**Run 1: metal 1**

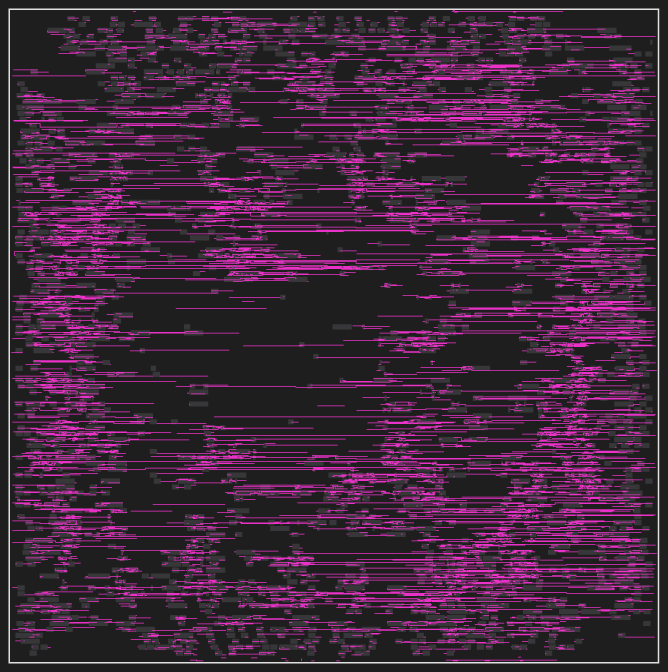
**Run 1: metal 2**

The bar under the picture is 100 um long.
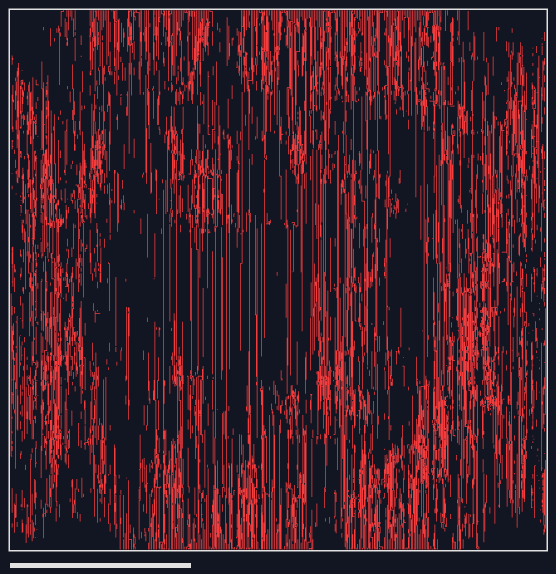
**Run 1: metal 3**

The bar under the picture is 100 um long.
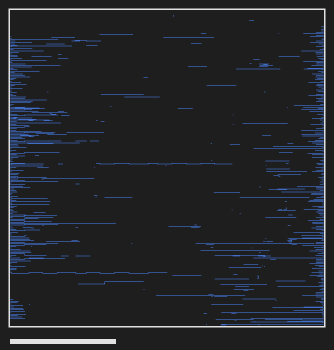
Design ysyx_22040759_mem_stage, sky130hd; sources not shown.
==> run notes, run 1 <==
Physical implementation status

The synth_stat.txt file lists the number of cells as 1950. The root buffer cell chosen for the clock tree is sky130_fd_sc_hd__clkbuf_16. The maximum number of buffers from clock root to sink stands at 3. The overall die size recorded for this design is 88800 um^2. The average wire per standard cell stands at between 20 and 30 um.

The count of unresolved DRC violations after routing stands at 0. The flop share of the area stands at 0.271. Yosys reported that registers with async set or reset make up 1.00.

The non-clock inverter instance count of the final layout stands at 11. Of the total synthesized cell area, the portion taken by AND, OR, NAND and NOR gates is 0.123. The via count of the first global-routing pass was 17974. According to the dpl log, the detail-placed design has an HPWL of 73.4 mm.

Per the CTS log, the maximum H-tree level is 2. In the final report, the number of pins over their slew limit comes to 0. The maximum number of pins on one net before global-route repair stands at about 90. The global-route usage over all layers stands at 0.208.

The run finished with clean final reports. Per the layout report, the design carries 64 clock buffers. The post-CTS clock slew at the launch and capture registers of the worst setup and hold paths stands at ~0.06 ns. The post-synth design cell area stands at 19900 um^2.

The data-path buffer share of cell area in the final layout stands at 0.274. The logs give a warning total of 25. The clock-cell share of area stands at 0.0493. The count of boundary I/O pins stands at 750.

Endpoints with negative setup slack in the final report add up to 0. The starting utilization of the core area stands at 0.232. After the last flow step, the layout net total stands at around 2700. The post-synthesis share of cell area spent on xor and xnor gates stands at 0.0189. TritonCTS created 43 clock buffers. Leaving out the clock tree, the finished layout contains a buffer count of between 700 and 800.

The most used flip-flop cell after synthesis is sky130_fd_sc_hd__dfrtp_1.
Notes on 'metal 1' above:
share of all routed wire: 40%
wire length on this layer: 38.0 mm
main direction: horizontal
nets with wire on the layer: 2367
via count: 17072
GR Util met1: 0.244
total routed wirelength: 95.4 mm

Notes on 'metal 2' above:
longest straight run: 180 um
main direction: vertical
met2 track demand over resource in global routing: 0.374

Notes on 'metal 3' above:
main direction: horizontal
wire length on this layer: 7100 um
nets with wire on the layer: 461
met3 routing resource usage after global routing: 0.0631

## run 1: per-layer routing
layer,vias to the layer above,share of wire,global-route usage,routed length (um)
met5,-,0.0033,0,314
li1,7699,-,-,-
met1,8588,0.40,0.244,38000
met2,616,0.51,0.374,48400
met3,121,0.074,0.0631,7100
met4,48,0.017,0.0397,1610
## run 1: logic make-up after synthesis
logic type | after synthesis
adders and majority gates | 1
other | 1
and+or+nand+nor | 467
AOI/OAI and AO/OA | 291
DFF | 304
muxes | 459
xor gates and xnor gates | 43
buffers and inverters | 384
## run 1: synthesized netlist by cell type, types with 7 or more instances
cell / count / area share
sky130_fd_sc_hd__nand4_1: 27 / 0.0085
sky130_fd_sc_hd__o22ai_1: 62 / 0.019
sky130_fd_sc_hd__nand3_1: 61 / 0.015
sky130_fd_sc_hd__nor4_1: 9 / 0.0028
sky130_fd_sc_hd__nor3_1: 10 / 0.0025
sky130_fd_sc_hd__o21ai_0: 55 / 0.014
sky130_fd_sc_hd__o211ai_1: 21 / 0.0079
sky130_fd_sc_hd__buf_2: 57 / 0.014
sky130_fd_sc_hd__inv_1: 9 / 0.0017
sky130_fd_sc_hd__nor2_1: 105 / 0.020
sky130_fd_sc_hd__buf_4: 242 / 0.091
sky130_fd_sc_hd__mux2i_1: 176 / 0.088
sky130_fd_sc_hd__o2bb2ai_1: 9 / 0.0040
sky130_fd_sc_hd__mux2_2: 266 / 0.15
sky130_fd_sc_hd__dfrtp_1: 304 / 0.38
sky130_fd_sc_hd__xnor2_1: 30 / 0.013
sky130_fd_sc_hd__a21oi_2: 10 / 0.0044
sky130_fd_sc_hd__buf_1: 11 / 0.0021
sky130_fd_sc_hd__nand2b_1: 7 / 0.0022
sky130_fd_sc_hd__xor2_1: 13 / 0.0057
sky130_fd_sc_hd__or2_2: 11 / 0.0035
sky130_fd_sc_hd__and2_1: 10 / 0.0031
sky130_fd_sc_hd__a21oi_1: 60 / 0.015
sky130_fd_sc_hd__nor2b_1: 18 / 0.0056
sky130_fd_sc_hd__o22a_1: 9 / 0.0040
sky130_fd_sc_hd__nor4_2: 10 / 0.0063
sky130_fd_sc_hd__and4_1: 8 / 0.0035
sky130_fd_sc_hd__mux4_2: 15 / 0.017
sky130_fd_sc_hd__clkbuf_1: 55 / 0.010
sky130_fd_sc_hd__nand2_1: 134 / 0.025
sky130_fd_sc_hd__or3_1: 8 / 0.0025
sky130_fd_sc_hd__a211o_1: 7 / 0.0031
sky130_fd_sc_hd__o221ai_1: 7 / 0.0031
sky130_fd_sc_hd__a211oi_1: 26 / 0.0098
sky130_fd_sc_hd__and3_1: 20 / 0.0063
## run 1: per-stage QoR
step | area [um^2] | hold WS [ns] | std cells | worst slack (ns)
after CTS | 28100 | 0.455 | 3587 | 7.45
final | 28100 | 0.452 | 3591 | 7.54
after global routing | 28100 | 0.469 | 3588 | 7.29
after floorplan | 17500 | 0.426 | 1579 | 3.70
after detailed placement | 26700 | 0.441 | 3512 | 8.10
after global placement | 26700 | 0.437 | 3512 | 8.16
==> run 2: changes to the inputs <==
--- a/config.mk
+++ b/config.mk
@@ -6,9 +6,9 @@
 export NUM_CORES = 1
 export LEC_CHECK = 0
 export CAP_MARGIN = 20
-export CORE_AREA = 2 2 295 297
+export CORE_AREA = 2 2 291 293
 export DETAILED_ROUTE_END_ITERATION = 12
-export DIE_AREA = 0 0 297 299
+export DIE_AREA = 0 0 293 295
 export GPL_ROUTABILITY_DRIVEN = 0
 export PLACE_DENSITY_LB_ADDON = 0.15
 export REMOVE_ABC_BUFFERS = 1
==> constraint.sdc (replaced) <==
create_clock -name clk -period 5.8 [get_ports clk]
set_clock_uncertainty 0.05 [all_clocks]
set_input_delay 0.87 -clock clk [delete_from_list [all_inputs] [get_ports clk]]
set_output_delay 0.87 -clock clk [all_outputs]
set_load 0.05 [all_outputs]
**Run 2: metal 2**

The bar under the picture is 100 um long.
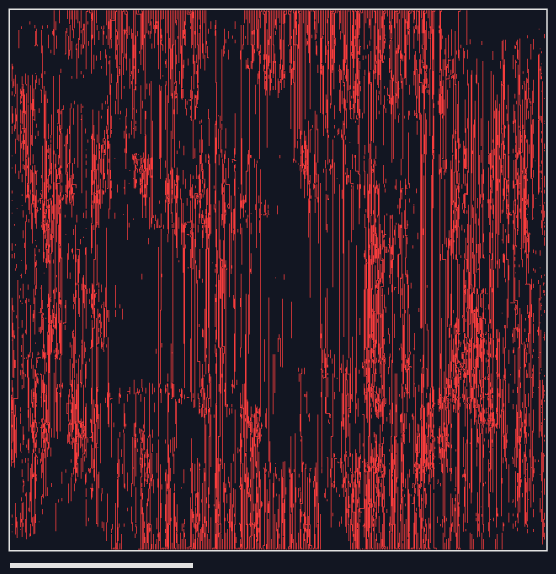
main direction: vertical
wire length on this layer: 48.0 mm
nets with wire on the layer: 2420
share of all routed wire: 50%
met2 track demand over resource in global routing: 0.378
total routed wirelength: 95.1 mm
via count: 17037

**Run 2: metal 3**

The bar under the picture is 100 um long.
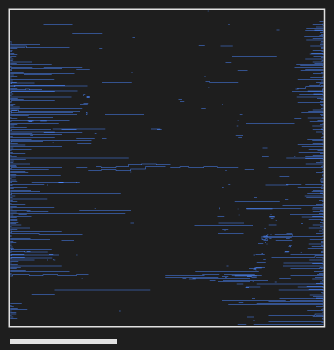
share of all routed wire: 8.1%
longest straight run: 110 um
main direction: horizontal
met3 routing resource usage after global routing: 0.0692

==> run 2 against run 1 <==
  * Sequential share of layout area about the same
  * Critical path depth down 1
  * Worst hold slack worse by 0.0022 ns
  * Wire length down 0.32%
  * First-iteration DRC count up 11%
==> run notes, run 2 <==
Physical implementation status

The placed cell area is 26700 um^2 (about the same). The minimum setup slack after placement stands at 1.34 ns (-6.76 ns). The fraction of registers with async set or reset after synthesis stands at 1.00 (unchanged). The area of all placed cells without fillers stands at 28200 um^2 (+0.16%). The number of H-tree branching levels stands at 2 (unchanged). The number of placed instances with taps included stands at 3438 (-2.1%). The maximum number of buffers from clock root to sink stands at 3 (unchanged). The count of unresolved DRC violations after routing was 0 (unchanged). Among all flip-flop cells after synthesis, the most frequent one is sky130_fd_sc_hd__dfrtp_1. The synthesized design spends more area on one cell type than any other, namely sky130_fd_sc_hd__dfrtp_1.

The area of the die stands at 86400 um^2 (-2.7%). The final-stage net count stands at 2711 (+0.037%). The maximum clock frequency stands at about 200 MHz. The share of the synthesized area in the top cell type stands at 0.381 (unchanged). The post-CTS clock slew at the launch and capture registers of the worst setup and hold paths stands at 0.05 ns (about the same).

The global-route usage over all layers came to 0.212 (+0.00411). The number of warning messages in the logs stands at 31 (+24%). Sorting the synthesized cells by area gives the leading types as sky130_fd_sc_hd__dfrtp_1 38%, sky130_fd_sc_hd__mux2_2 15%, sky130_fd_sc_hd__buf_4 9.1%, sky130_fd_sc_hd__mux2i_1 8.8%, sky130_fd_sc_hd__nand2_1 2.5%. The final cell count without fillers was 3522 (-1.9%). The post-synth design cell area stands at 19900 um^2 (unchanged).

The maximum number of pins on one net before global-route repair stands at 112 (+23%). The starting utilization of the core area stands at 0.240 (+0.00777). The total half-perimeter wirelength after legalization and detailed placement stands at 72.9 mm (-0.60%). The max-slew violation count stands at 0 (unchanged).

Yosys mapped a number of flops with a built-in enable equal to 0. The average wire per standard cell stands at 27.0 um (+1.6%). In this run the standard cell core region covers 83200 um^2. The cell total in the yosys stat output stands at 1950 (unchanged).

The post-route worst setup slack stands at 0.777 ns (-6.77 ns). The worst setup slack for register-to-register paths stands at 1.97 ns. The count of boundary I/O pins is 750 (unchanged). For this run the top cell type by instance count after synthesis was sky130_fd_sc_hd__dfrtp_1. The run finished with clean final reports.
**Run 2: M4 wires**

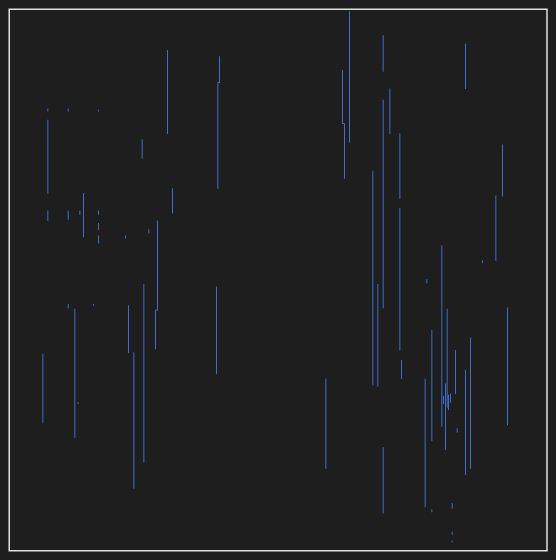
wire length on this layer: 1980 um
nets with wire on the layer: 41
main direction: vertical
longest straight run: 117 um

==> run 2: cell types whose count changed in the layout (fill, tap and decap cells not counted), sizes merged <==
cell and delta:
buf +1, bufinv +3, clkbuf +1, clkinvlp -1, diode +2
==> run 2: layer usage <==
metal,vias to the layer above,track usage,wire length (um),part of all wire
li1,7726,-,-,-
met1,8521,0.245,37100,0.39
met2,614,0.378,48000,0.50
met3,136,0.0692,7720,0.081
met4,40,0.0488,1980,0.021
met5,-,0,259,0.0027
==> run 2: per-stage QoR <==
step	hold WS (ns)
floorplan	0.426
global placement	0.438
detailed placement	0.440
CTS	0.453
global route	0.461
finish	0.450
==> run 2: cells by family after synthesis <==
family	count (synthesis)	share of synthesized area
adders and majority gates	1	0.000627
muxes	459	0.257
and+or+nand+nor	467	0.123
AOI/OAI and AO/OA	291	0.0951
buffers and inverters	384	0.124
xor gates and xnor gates	43	0.0189
DFF	304	0.381
other	1	0.000188
==> run 2: final cells by class <==
class / count / share of cell area
diodes: 6 / 0.000533
clock buffers: 65 / 0.0447
clock inverters: 13 / 0.00675
inverters: 11 / 0.00173
multi-input cells: 1264 / 0.352
flip-flops and latches: 304 / 0.271
well taps: 1080 / 0.0479
repair buffers: 779 / 0.276
